==> config.mk <==
export PLATFORM = sky130hd
export DESIGN_NAME = seven_seg_mux
export DESIGN_NICKNAME = d
export VERILOG_FILES = /design/src/rtl/seven_seg_mux_pkg.sv /design/src/rtl/seven_seg_scan_ctr.sv /design/src/rtl/seven_seg_mux.sv
export SDC_FILE = /design/constraint.sdc
export NUM_CORES = 1
export LEC_CHECK = 0
export ABC_AREA = 1
export CORE_MARGIN = 2
export CORE_UTILIZATION = 45
export DETAILED_ROUTE_END_ITERATION = 8
export GPL_TIMING_DRIVEN = 0
export PLACE_DENSITY = 0.7
export SYNTH_ARGS = -nofsm -noshare
export SYNTH_HDL_FRONTEND = slang
export SYNTH_SLANG_ARGS = --single-unit
==> constraint.sdc <==
create_clock -name clk -period 8.1 [get_ports clk]
set_input_delay 1.62 -clock clk [delete_from_list [all_inputs] [get_ports clk]]
set_output_delay 1.62 -clock clk [all_outputs]
set_load 0.01 [all_outputs]
==> src/rtl/seven_seg_mux_pkg.sv <==
// Shared definitions for the seven-segment scanner: default geometry, the
// active-high hex glyph table and its encode function.
package seven_seg_mux_pkg;

  localparam int DEFAULT_DIGITS   = 8;
  localparam int DEFAULT_PWM_BITS = 4;

  // Segment order within a glyph is {g,f,e,d,c,b,a}; 1 means the segment is lit.
  localparam logic [6:0] GLYPHS [16] = '{
    7'h3F,  // 0
    7'h06,  // 1
    7'h5B,  // 2
    7'h4F,  // 3
    7'h66,  // 4
    7'h6D,  // 5
    7'h7D,  // 6
    7'h07,  // 7
    7'h7F,  // 8
    7'h6F,  // 9
    7'h77,  // A
    7'h7C,  // b
    7'h39,  // C
    7'h5E,  // d
    7'h79,  // E
    7'h71   // F
  };

  function automatic logic [6:0] hex_glyph(input logic [3:0] nibble);
    return GLYPHS[nibble];
  endfunction

endpackage

==> src/rtl/seven_seg_scan_ctr.sv <==
// Slot/digit scan counters for seven_seg_mux: sub counts ce pulses inside a
// digit slot, idx walks the digits, and a snapshot strobe marks each frame start.
module seven_seg_scan_ctr #(
  parameter int DIGITS   = 8,
  parameter int PWM_BITS = 4,
  parameter int IDX_W    = (DIGITS > 1) ? $clog2(DIGITS) : 1
) (
  input  logic                clk,
  input  logic                rst,
  input  logic                ce,
  output logic [PWM_BITS-1:0] sub,
  output logic [IDX_W-1:0]    idx,
  output logic                snap_en,
  output logic                frame_start
);

  localparam logic [IDX_W-1:0] IDX_LAST = IDX_W'(DIGITS - 1);

  logic sub_wrap;
  logic idx_wrap;

  assign sub_wrap = &sub;
  assign idx_wrap = (idx == IDX_LAST);

  // The snapshot happens on the ce that sits at the very first slot of a frame.
  assign snap_en = ce && (idx == '0) && (sub == '0);

  // NOTE: sequential state uses non-blocking assignments so every register
  // samples the pre-edge values of its neighbours, regardless of block order.
  always_ff @(posedge clk) begin
    if (rst) begin
      sub <= '0;
      idx <= '0;
    end else if (ce) begin
      sub <= sub + 1'b1;
      if (sub_wrap) begin
        idx <= idx_wrap ? '0 : idx + 1'b1;
      end
    end
  end

  // One clk wide: follows the strobe every clk, not only on ce.
  always_ff @(posedge clk) begin
    if (rst) begin
      frame_start <= 1'b0;
    end else begin
      frame_start <= snap_en;
    end
  end

endmodule

==> src/rtl/seven_seg_mux.sv <==
// Time-multiplexed N-digit seven-segment driver with per-digit dots, PWM
// brightness and frame-coherent input snapshots. Optional leading-zero
// blanking is compiled in when SEVEN_SEG_MUX_LZB_EN is defined.
module seven_seg_mux
  import seven_seg_mux_pkg::*;
#(
  parameter int DIGITS           = DEFAULT_DIGITS,
  parameter int PWM_BITS         = DEFAULT_PWM_BITS,
  parameter int ANODE_ACTIVE_LOW = 1,
  parameter int SEG_ACTIVE_LOW   = 1
) (
  input  logic                clk,
  input  logic                rst,
  input  logic                ce,
  input  logic [4*DIGITS-1:0] digits,
  input  logic [DIGITS-1:0]   dots,
  input  logic [DIGITS-1:0]   anodes_mask,
  input  logic [PWM_BITS-1:0] brightness,
  output logic [DIGITS-1:0]   anodes,
  output logic [6:0]          segments,
  output logic                dp,
  output logic                frame_start
);

  localparam int IDX_W = (DIGITS > 1) ? $clog2(DIGITS) : 1;

  // Inactive levels double as XOR masks that convert active-high to pin polarity.
  localparam logic [DIGITS-1:0] ANODE_OFF = (ANODE_ACTIVE_LOW != 0) ? '1 : '0;
  localparam logic [6:0]        SEG_OFF   = (SEG_ACTIVE_LOW != 0) ? 7'h7F : 7'h00;
  localparam logic              DP_OFF    = (SEG_ACTIVE_LOW != 0);

  logic [PWM_BITS-1:0] sub;
  logic [IDX_W-1:0]    idx;
  logic                snap_en;

  seven_seg_scan_ctr #(
    .DIGITS   (DIGITS),
    .PWM_BITS (PWM_BITS),
    .IDX_W    (IDX_W)
  ) u_scan_ctr (
    .clk         (clk),
    .rst         (rst),
    .ce          (ce),
    .sub         (sub),
    .idx         (idx),
    .snap_en     (snap_en),
    .frame_start (frame_start)
  );

  // Frame snapshot of the display inputs.
  logic [4*DIGITS-1:0] sh_digits;
  logic [DIGITS-1:0]   sh_dots;
  logic [DIGITS-1:0]   sh_mask;
  logic [PWM_BITS-1:0] sh_bright;

  // NOTE: the shadows are a handful of flops, not a RAM, so they are reset;
  // a frame aborted by reset must restart from a known blank state.
  always_ff @(posedge clk) begin
    if (rst) begin
      sh_digits <= '0;
      sh_dots   <= '0;
      sh_mask   <= '0;
      sh_bright <= '0;
    end else if (snap_en) begin
      sh_digits <= digits;
      sh_dots   <= dots;
      sh_mask   <= anodes_mask;
      sh_bright <= brightness;
    end
  end

  // The frame-start slot bypasses the shadows so it shows the freshly latched values.
  logic [4*DIGITS-1:0] eff_digits;
  logic [DIGITS-1:0]   eff_dots;
  logic [DIGITS-1:0]   eff_mask;
  logic [PWM_BITS-1:0] eff_bright;

  assign eff_digits = snap_en ? digits      : sh_digits;
  assign eff_dots   = snap_en ? dots        : sh_dots;
  assign eff_mask   = snap_en ? anodes_mask : sh_mask;
  assign eff_bright = snap_en ? brightness  : sh_bright;

`ifdef SEVEN_SEG_MUX_LZB_EN
  // A digit above 0 is blanked while it and every higher nibble are zero and its dot is off.
  logic [DIGITS-1:0] blank_next;
  logic [DIGITS-1:0] sh_blank;
  logic [DIGITS-1:0] eff_blank;
  logic              zero_above;

  always_comb begin
    blank_next = '0;
    zero_above = 1'b1;
    for (int i = DIGITS - 1; i >= 1; i--) begin
      zero_above    = zero_above && (digits[4*i +: 4] == 4'h0);
      blank_next[i] = zero_above && !dots[i];
    end
  end

  always_ff @(posedge clk) begin
    if (rst) begin
      sh_blank <= '0;
    end else if (snap_en) begin
      sh_blank <= blank_next;
    end
  end

  assign eff_blank = snap_en ? blank_next : sh_blank;
`endif

  logic [3:0]        nibble;
  logic              pwm_on;
  logic              lit;
  logic [DIGITS-1:0] sel;
  logic [DIGITS-1:0] anode_on;
  logic [6:0]        seg_on;
  logic              dp_on;

  // NOTE: every combinational output gets a default first, so no path
  // through the block can leave a value held and infer a latch.
  always_comb begin
    nibble   = eff_digits[int'(idx)*4 +: 4];
    pwm_on   = (sub < eff_bright) || (&eff_bright);
    lit      = eff_mask[idx] && pwm_on;
`ifdef SEVEN_SEG_MUX_LZB_EN
    lit      = lit && !eff_blank[idx];
`endif
    sel      = '0;
    for (int i = 0; i < DIGITS; i++) begin
      sel[i] = (int'(idx) == i);
    end
    anode_on = lit ? sel : '0;
    seg_on   = lit ? hex_glyph(nibble) : 7'h00;
    dp_on    = lit && eff_dots[idx];
  end

  // Pin polarity is applied only here; everything upstream is active-high.
  always_ff @(posedge clk) begin
    if (rst) begin
      anodes   <= ANODE_OFF;
      segments <= SEG_OFF;
      dp       <= DP_OFF;
    end else if (ce) begin
      anodes   <= anode_on ^ ANODE_OFF;
      segments <= seg_on ^ SEG_OFF;
      dp       <= dp_on ^ DP_OFF;
    end
  end

endmodule
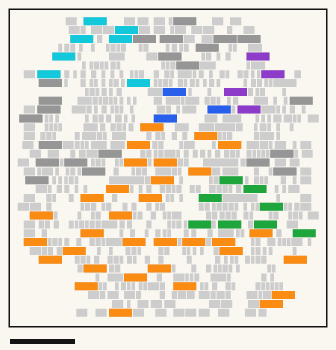
Figure 1: sequential cells coloured by netlist name.
Bar = 20 µm. Other sequential cells in the stronger grey, the rest of the logic in the fainter grey.
green -> sh_mask  # flops 8
purple -> u_scan_ctr.sub  # flops 4, where top right
blue -> u_scan_ctr.idx  # flops 3
orange -> sh_digits  # flops 32
cyan -> segments  # flops 7, where top left
not coloured = 22
sequential power: 0.409 mW
storage element area: 1521 µm²
sequential portion of the cell area: 30.41%
post-layout util: 58.23%

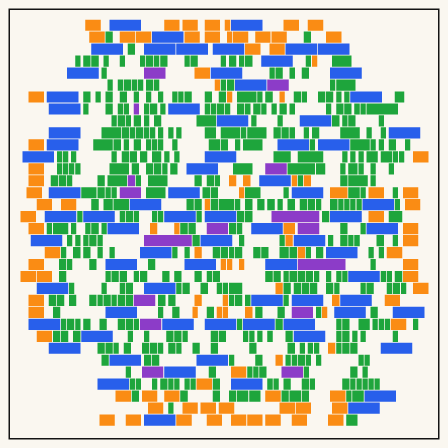
Figure 2: cell classes on the final placement.
orange -> remaining buffers and delay cells  # cells 103, share of their area 18%
blue -> sequential cells  # cells 76, share of their area 31%
green -> combinational and other logic  # cells 457, share of their area 46%
purple -> clock drivers and dummy loads  # cells 16, share of their area 5.1%
core area: 8593 µm²
Final Cell Area: 5004 µm²
Row Count: 34

==> impl_metrics.yaml <==
# yosys + openroad results
outcome:
  status: "finished clean"
floorplanning:
  fp_util_pct: 45.59
  chip_area_um2: 9468
  chipWidth_um: 97.31
  fp.dieH_um: 97.31
  io_pins: 72
finish:
  area_delta_synth_final_pct: 27.72
  nFillCells: 831
  drive_above_1_share_pct: 6.902
  final_nets: 718
  antennaDiodeCount: 0
  comb_area_um2: 2064
  largest_register_ffs: 32
  regMostFlops: "sh_digits"
global_routing:
  antenna_found_initial: 0
  track_usage_pct: 23.44
  first_global_vias: 3904
  grt_pass1_wl_um: 18060
  grt.overflow.total: 0
  grt_max_degree: 13
run:
  max_cap_viol_count: 0
  tool_warnings: 36
synthesis:
  synth_area_um2: 3918
  avgSynthCellArea_um2: 6.921
  syn_nets: 637
  ys_types: 31
  yosysWarnings: 0
  ys_seq_share_pct: 38.84
  yosys_area_um2: 3918
  synth-seq-cells: 76
  syn_inst: 566
  ys_cells: 566
setup_path:
  worstSetupPathType: "input pin to flip-flop"
  rrSetupSlack_ns: 4.27
  crit_top_cell: "nand2_1"
  critPathMaxFanout: 10
  r2r_cells: 22
  worst-path-buf-inv: 4
  start_kind: "input pin"
  crit_chain: "clkdlybuf4s50_1 > nand2_1 > nor2_4 > nand2_2 > buf_4 > buf_6 > nand2_1 > nand3_1 > nand3_1 > nand3_1 > nand2_1 > inv_1 > ha_1 > nand3_1 > nand2_1 > nand2_1 > nand3_1 > nand2_1 > nand2_1"
  end_kind: "flip-flop"
  worstPathRequired_ns: 8.35
  path_delay_family: "simple AND/OR/NAND/NOR gates"
  cp_num_cells: 19
  timing.rr.start: "u_scan_ctr.idx[0]$_SDFFE_PP0P_"
  reg2reg_to: "segments[5]$_SDFFE_PP1P_"
  crit_path_max_incr_delay_ns: 0.49
  worstPathArrival_ns: 4.33
  crit_path_top_delay_cell: "clkdlybuf4s50_1"
clock_network:
  holdBufCountCts: 0
  clkSinkCount: 76
  clk_path_buf_depth: 2
  post_cts_buffers: 0
  clk_pin_slew_ns: 0.08
  h-tree-depth: 3
  clk_latency_ns: 0.36
  postCtsResizedCells: 0
  cts-root-buf: "clkbuf_8"
  cts_tree: "done"
  cts_buffers: 9
timing:
  hold_violations: 0
  skew_ns: 0.01078
  finalCritPeriodShare_pct: 50.26
  min_period_ns: 4.071
  finalSetupTns_ns: 0
  rsz0062_at_grt: "no"
  finalSetupViolations: 0
  fmax_mhz: 245.6
  tightest_slew_ns: 0.6212
  max_slew_margin_pct: 58.58
  drv_slew: 0
worst_hold_path:
  hp-class: "flip-flop to flip-flop"
  worstHoldEndpoint: "sh_digits[26]$_SDFF_PP0_"
  hold_path.startpoint: "sh_digits[26]$_SDFF_PP0_"
  holdPathStages: 2
detailed_routing:
  detail_route.first_pass.iterations: 5
  drtAntennaViolNets: 0
  drtIter0Drc: 262
  wl_per_cell_um: 13.99
  drc: 0
  via_per_inst: 5.225
place:
  dp_hpwl_um: 7792
  portBuffers: 70
  gp_congestion: 0.8590
pwr:
  power_density_nw_per_um2: 196.3
  power_mw: 0.9823
  irDropWorstVdd_mv: 0.1127
  p_leak_nw: 2.206
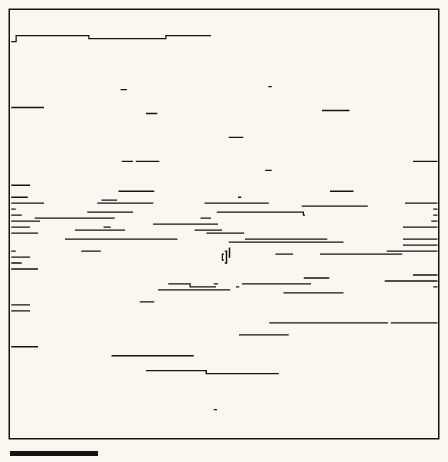
Figure 3: the metal 3 layer.
Bar = 20 µm.
main direction = horizontal
longest straight run = 26.7 µm
share of all routed wire = 5.8%
met3 GRT Util: 4.388%
Vias: 3971
final WL: 10630 µm

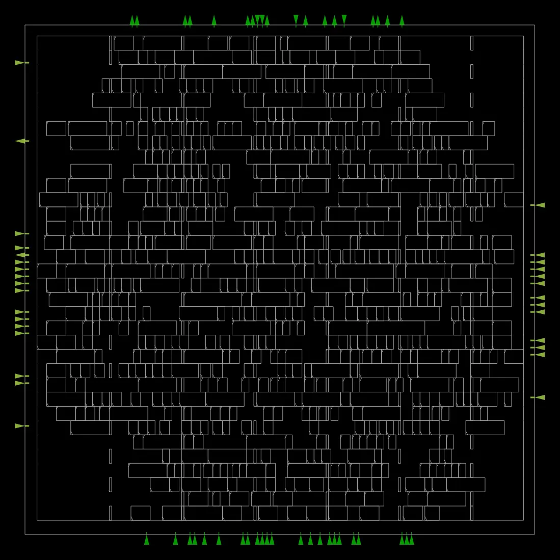
Figure 4: placement view.
Seq cells: 76
num tapcells: 108

[worst register-to-register path: cells and delay by family (launching register included)]
kind	cells	cell delay, ns
adders and majority gates	2	0.51
buffers and inverters	6	1.34
and+or+nand+nor	14	1.53
DFF	1	0.34
[through the flow]
| step | utilization [%] | instance area, µm² | hold slack (ns) | std cells | setup slack [ns] |
|---|---|---|---|---|---|
| floorplan | - | 3918 | 0.4462 | 566 | 4.660 |
| global placement | 55.31 | 4753 | 0.4545 | 744 | 3.719 |
| detailed placement | 55.31 | 4753 | 0.4548 | 744 | 3.679 |
| CTS | 58.23 | 5004 | 0.4732 | 760 | 4.040 |
| global route | 58.23 | 5004 | 0.4907 | 760 | 3.735 |
| finish | 58.23 | 5004 | 0.4696 | 760 | 4.029 |
[layout by cell type (no fill, tap or decap), drive strengths merged, types with 2 or more instances in the layout]
master         instances
nand2                142
o21ai                 30
a211oi                 2
clkbuf                28
buf                   17
mux2i                  3
a21oi                 47
nor2                  43
nand3                113
ha                    16
inv                   46
clkdlybuf4s50         70
clkinv                 3
nand3b                 8
dfxtp                 76
bufinv                 3
[routing by layer]
metal  up-vias  routed length (µm)  track usage (%)  share of wire, %
met3        17                 616            4.388               5.8
met4         0                 216            9.295               2.0
met5         -                   0                0                 0
li1       2023                   -                -                 -
met2       115                5111            40.17                48
met1      1816                4684            29.12                44
[Yosys cell counts, drive strengths merged]
library cell | instances | area, µm²
nand3 | 113 | 588.1
nor2 | 43 | 185.2
clkbuf | 16 | 60.06
nand3b | 8 | 60.06
nor3 | 1 | 5.000
o21ai | 30 | 153.9
a21oi | 47 | 246.5
ha | 16 | 200.2
clkinv | 2 | 7.510
dfxtp | 76 | 1521
nand2 | 142 | 545.5
o21bai | 1 | 7.510
a211oi | 2 | 15.01
o21a | 1 | 8.760
buf | 17 | 91.34
nand4 | 1 | 12.51
inv | 46 | 172.7
mux2i | 3 | 30.03
o22ai | 1 | 6.260
[area by class of cell]
| class | instances | area share (%) |
|---|---|---|
| multi-input cells | 409 | 41.26 |
| flip-flops and latches | 76 | 30.41 |
| repair buffers | 70 | 14.00 |
| inverters | 48 | 3.601 |
| clock buffers | 12 | 3.101 |
| plain buffers | 33 | 3.026 |
| well taps | 108 | 2.701 |
| clock inverters | 4 | 1.900 |
[report_power, final]
part | switching (mW) | internal [mW]
Sequential | 0.00837 | 0.400
Clock | 0.147 | 0.221
Combinational | 0.119 | 0.0857
Total | 0.275 | 0.707
[kinds of logic (layout without fill, tap and decap cells)]
| kind of cell | Yosys count | after routing | synth area share (%) |
|---|---|---|---|
| mux | 3 | 3 | 0.7666 |
| buf+inv | 81 | 167 | 8.464 |
| simple gates | 308 | 308 | 35.64 |
| fa+ha+maj | 16 | 16 | 5.110 |
| flops | 76 | 76 | 38.84 |
| compound gates | 82 | 82 | 11.18 |
[worst max-delay path by stage]
stage	to	slack, ns	from
CTS	segments[5]$_SDFFE_PP1P_	4.04	ce
global placement	segments[5]$_SDFFE_PP1P_	3.72	ce
finish	segments[5]$_SDFFE_PP1P_	4.03	ce
floorplan	segments[1]$_SDFFE_PP1P_	4.66	ce
detailed placement	segments[5]$_SDFFE_PP1P_	3.68	ce
global route	segments[5]$_SDFFE_PP1P_	3.74	ce
Power is estimated from default activity; no workload was simulated.
